--- src/rtl/pong_state_reader.sv ---
// Host-side reader for the pong engine's multiplexed state bus: drives the
// game tick and field select, captures four fields and publishes them as a frame.
module pong_state_reader #(
  parameter int TICK_DIV = 4,
  parameter int SETTLE   = 2
) (
  input  logic        clk,
  input  logic        reset,
  input  logic        run,
  output logic        tick_out,
  output logic [1:0]  sel_out,
  input  logic [7:0]  data_in,
  output logic        frame_valid,
  input  logic        frame_ready,
  output logic [7:0]  ball_x,
  output logic [7:0]  ball_y,
  output logic [7:0]  left_y,
  output logic [7:0]  right_y,
  output logic [15:0] frame_count,
  output logic        overrun
);

  localparam int SLOT = 2 * TICK_DIV;
  localparam int PW   = (SLOT > 2) ? $clog2(SLOT) : 1;
  localparam logic [PW-1:0] P_LAST = PW'(SLOT - 1);
  localparam logic [PW-1:0] P_TICK = PW'(TICK_DIV);
  localparam logic [PW-1:0] P_CAP  = PW'(TICK_DIV + SETTLE - 1);

  typedef enum logic {IDLE, ACQ} state_t;

  state_t        state, nxt_state;
  logic [PW-1:0] phase, nxt_phase;
  logic [1:0]    field, nxt_field;
  logic [7:0]    stage [4];
  logic          pend;

  // run is only looked at in IDLE and on the last clock of slot 3
  always_comb begin
    nxt_state = state;
    nxt_phase = phase;
    nxt_field = field;
    case (state)
      IDLE: begin
        if (run) begin
          nxt_state = ACQ;
          nxt_phase = '0;
          nxt_field = 2'd0;
        end
      end
      ACQ: begin
        if (phase == P_LAST) begin
          nxt_phase = '0;
          if (field == 2'd3) begin
            nxt_field = 2'd0;
            if (!run) nxt_state = IDLE;
          end else begin
            nxt_field = field + 2'd1;
          end
        end else begin
          nxt_phase = phase + PW'(1);
        end
      end
      default: nxt_state = IDLE;
    endcase
  end

  // Outputs are registered from the next-state values so they line up with the phase
  always_ff @(posedge clk) begin
    if (reset) begin
      state       <= IDLE;
      phase       <= '0;
      field       <= 2'd0;
      tick_out    <= 1'b0;
      sel_out     <= 2'd0;
      pend        <= 1'b0;
      frame_valid <= 1'b0;
      ball_x      <= 8'd0;
      ball_y      <= 8'd0;
      left_y      <= 8'd0;
      right_y     <= 8'd0;
      frame_count <= 16'd0;
      overrun     <= 1'b0;
      for (int i = 0; i < 4; i++) stage[i] <= 8'd0;
    end else begin
      state    <= nxt_state;
      phase    <= nxt_phase;
      field    <= nxt_field;
      tick_out <= (nxt_state == ACQ) && (nxt_phase >= P_TICK);
      sel_out  <= (nxt_state == ACQ) ? nxt_field : 2'd0;

      if (pend) begin
        pend <= 1'b0;
        if (!frame_valid || frame_ready) begin
          ball_x      <= stage[0];
          ball_y      <= stage[1];
          left_y      <= stage[2];
          right_y     <= stage[3];
          frame_valid <= 1'b1;
          frame_count <= frame_count + 16'd1;
        end else begin
          overrun <= 1'b1;
        end
      end else if (frame_valid && frame_ready) begin
        frame_valid <= 1'b0;
      end

      // A field-3 capture schedules the publish for the following clock
      if (state == ACQ && phase == P_CAP) begin
        stage[field] <= data_in;
        if (field == 2'd3) pend <= 1'b1;
      end
    end
  end

endmodule

--- config.mk ---
export PLATFORM = sky130hd
export DESIGN_NAME = pong_state_reader
export DESIGN_NICKNAME = d
export VERILOG_FILES = /design/src/rtl/pong_state_reader.sv
export SDC_FILE = /design/constraint.sdc
export NUM_CORES = 1
export LEC_CHECK = 0
export CAP_MARGIN = 20
export CORE_MARGIN = 2
export CORE_UTILIZATION = 31
export DETAILED_ROUTE_END_ITERATION = 16
export GPL_TIMING_DRIVEN = 1
export PLACE_DENSITY = 0.6
export SYNTH_ARGS = -nofsm -noshare
export SYNTH_HDL_FRONTEND = slang
export SYNTH_SLANG_ARGS = --single-unit
export TNS_END_PERCENT = 1
--- constraint.sdc ---
create_clock -name clk -period 2.4 [get_ports clk]
set_clock_uncertainty 0.2 [all_clocks]
set_input_delay 0.36 -clock clk [delete_from_list [all_inputs] [get_ports clk]]
set_output_delay 0.36 -clock clk [all_outputs]
set_load 0.01 [all_outputs]
**Metal 3**

(4 px per um)
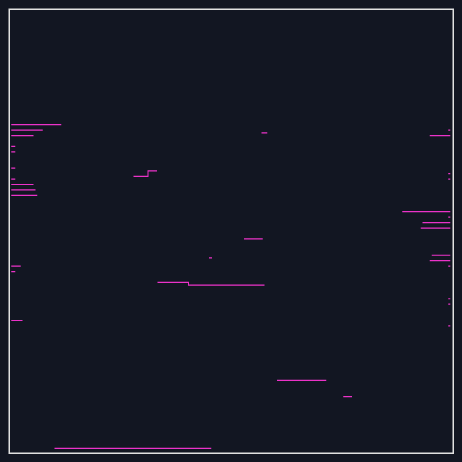
- wire length on this layer: 184 um
- longest straight run: 38.9 um

**Cells by drive strength**

(4 px per um)
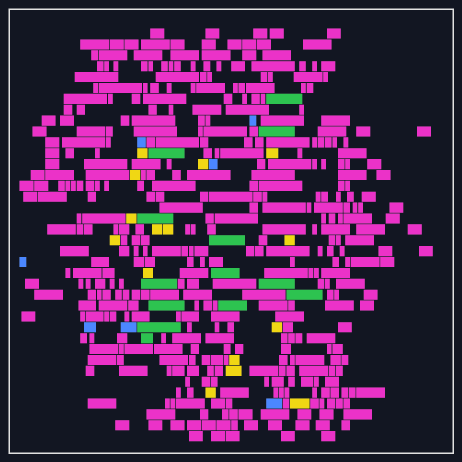
- green: drive 6 and up (cells 13)
- blue: drive 2 (cells 7)
- magenta: drive 1 or less (cells 393)
- yellow: drive 3 to 4 (cells 15)

**Wire density map**

(3 px per um) The die is cut into 22 by 22 equal tiles; black is low, pale yellow is high, scaled to the fullest tile. Values are wire area over tile area, all layers added.
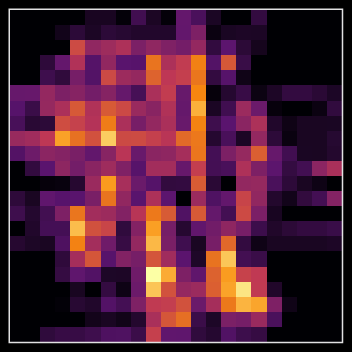
- tiles over half the peak: 15%
- emptiest ninth of the die: top right
- fullest tile: 0.39
- densest ninth of the die: bottom middle

==> job_summary.md <==
## Synthesis and layout report

| Metric | Value |
|---|---|
| Detail Route met3 WL | around 180 um |
| Combinational power share | between 2 and 2.5% |
| 1st-pass router iterations | 4 |
| Die outline width | between 100 and 150 um |
| Sequential portion of the cell area | a little under half |
| Maximum clock path buffer count | 2 |
| Post-synth design cell area | roughly 3500 sq um |
| Last weighted congestion value of the routability-driven placer | roughly 0.8 |
| Count of pins on the block boundary | 65 |
| Status | complete, no violations |
| Starting Density | between 30% and 40% |
| Total number of nets in the final design | ~440 |
| Final hold slack | between 0.1 and 0.15 ns |
| Number of pins with negative max-slew slack in the final report | 0 |
| Count of buffer and inverter cells on the critical path | 0 |
| Logic area | roughly 1300 sq um |
| Gate count after technology mapping | about 350 |
| Filler cell count in the final layout | slightly above 1000 |
| Worst skew pair latency | between 0.3 and 0.4 ns |
| Slowest cell on crit path | sky130_fd_sc_hd__or4_1 |
| Cells in synth_stat.txt | roughly 350 |
| Post-cts sizing count | 0 |
| HPWL after detailed placement | 5304 um |
| Top cell area share | 34.09% |
| Taps Inserted | roughly 140 |
| Chip area in the Yosys report | 3523 sq um |
| Longest individual stage delay on the worst path | approximately 0.48 ns |
| Clk_buf instances | 9 |
| Number of nets with antenna violations after routing | 0 |
| Worst Hold Path EP | right_y[0]$_SDFFE_PP0P_ |
| Kind of start point of the critical path | flop |
| Most area-hungry cell type in the Yosys netlist | sky130_fd_sc_hd__dfxtp_1 |
| Top cell excl fill/tap | sky130_fd_sc_hd__nand2_1 |
| Ant. Diodes | 0 |
| Slew at the pin closest to its max-slew limit | around 0.44 ns |
| Setup slack of the critical path after layout | between 0.3 and 0.4 ns |
| Overall power of the completed layout | ~3.1 mW |
| Post-route fraction of the period consumed by the critical path | 85.66% |
| Final number of setup-violating endpoints | 0 |
| Share of the core filled with cells in the final layout | a little over two fifths |
| Count of tool warnings | 27 |
| Sw Pwr | about 0.65 mW |
| Reported max-cap violation count | 0 |
| Share of cells above drive strength 1 | between 8 and 9% |
| Internal power component | about 2.5 mW |
| Fraction of registers with async set/reset | 0% |
| Relative contribution of the clock network to total power | ~45% |
| Worst slew slack as a fraction of its limit | 70.18% |
| Setup repair after global routing missed its margin | no |
| Met2 track utilization from global routing | a little under 20% |
| Non-clock inverter instance count of the final layout | 5 |
| Total length of routed met2 wires | approximately 3600 um |
**Where the registers sit**

(3 px per um) Other sequential cells in the stronger grey, the rest of the logic in the fainter grey.
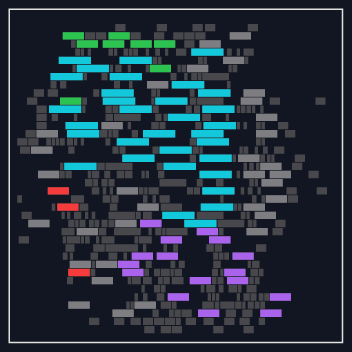
- red: phase (placed flops 3)
- cyan: stage (placed flops 32)
- green: ball_y (placed flops 8)
- purple: frame_count (placed flops 16)
- not coloured: 33

**The clock network**

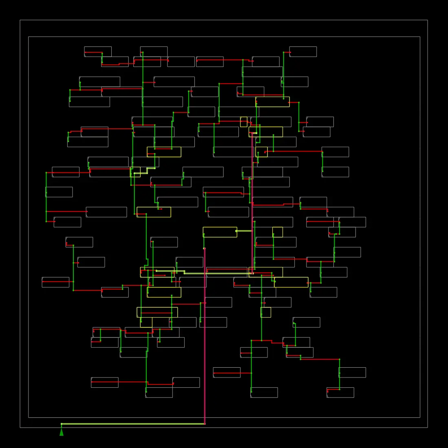
power of the clock network: 1.41 mW
seq_cells: 92
number of buffers created by CTS: 9

## registers in the layout (all words and copies together), names as in the netlist
signal / count
ball_x: 8
ball_y: 8
field: 2
frame_count: 16
frame_valid: 1
left_y: 8
overrun: 1
pend: 1
phase: 3
right_y: 8
sel_out: 2
stage: 32
state: 1
tick_out: 1
## logic make-up (layout without fill, tap and decap cells)
family / Yosys count / count (layout) / share of synthesized area, %
buf+inv: 22 / 96 / 2.344
fa+ha+maj: 5 / 5 / 1.776
simple gates: 167 / 167 / 23.44
flops: 92 / 92 / 61.36
mux: 2 / 2 / 0.6392
compound gates: 61 / 61 / 9.197
xor+xnor: 5 / 5 / 1.243
## stage by stage
step / instances / cell area (sq um)
floorplan: 354 / 3523
global placement: 552 / 4378
detailed placement: 552 / 4378
CTS: 568 / 4678
global route: 568 / 4678
finish: 568 / 4678
Power and IR drop assume default switching activity.
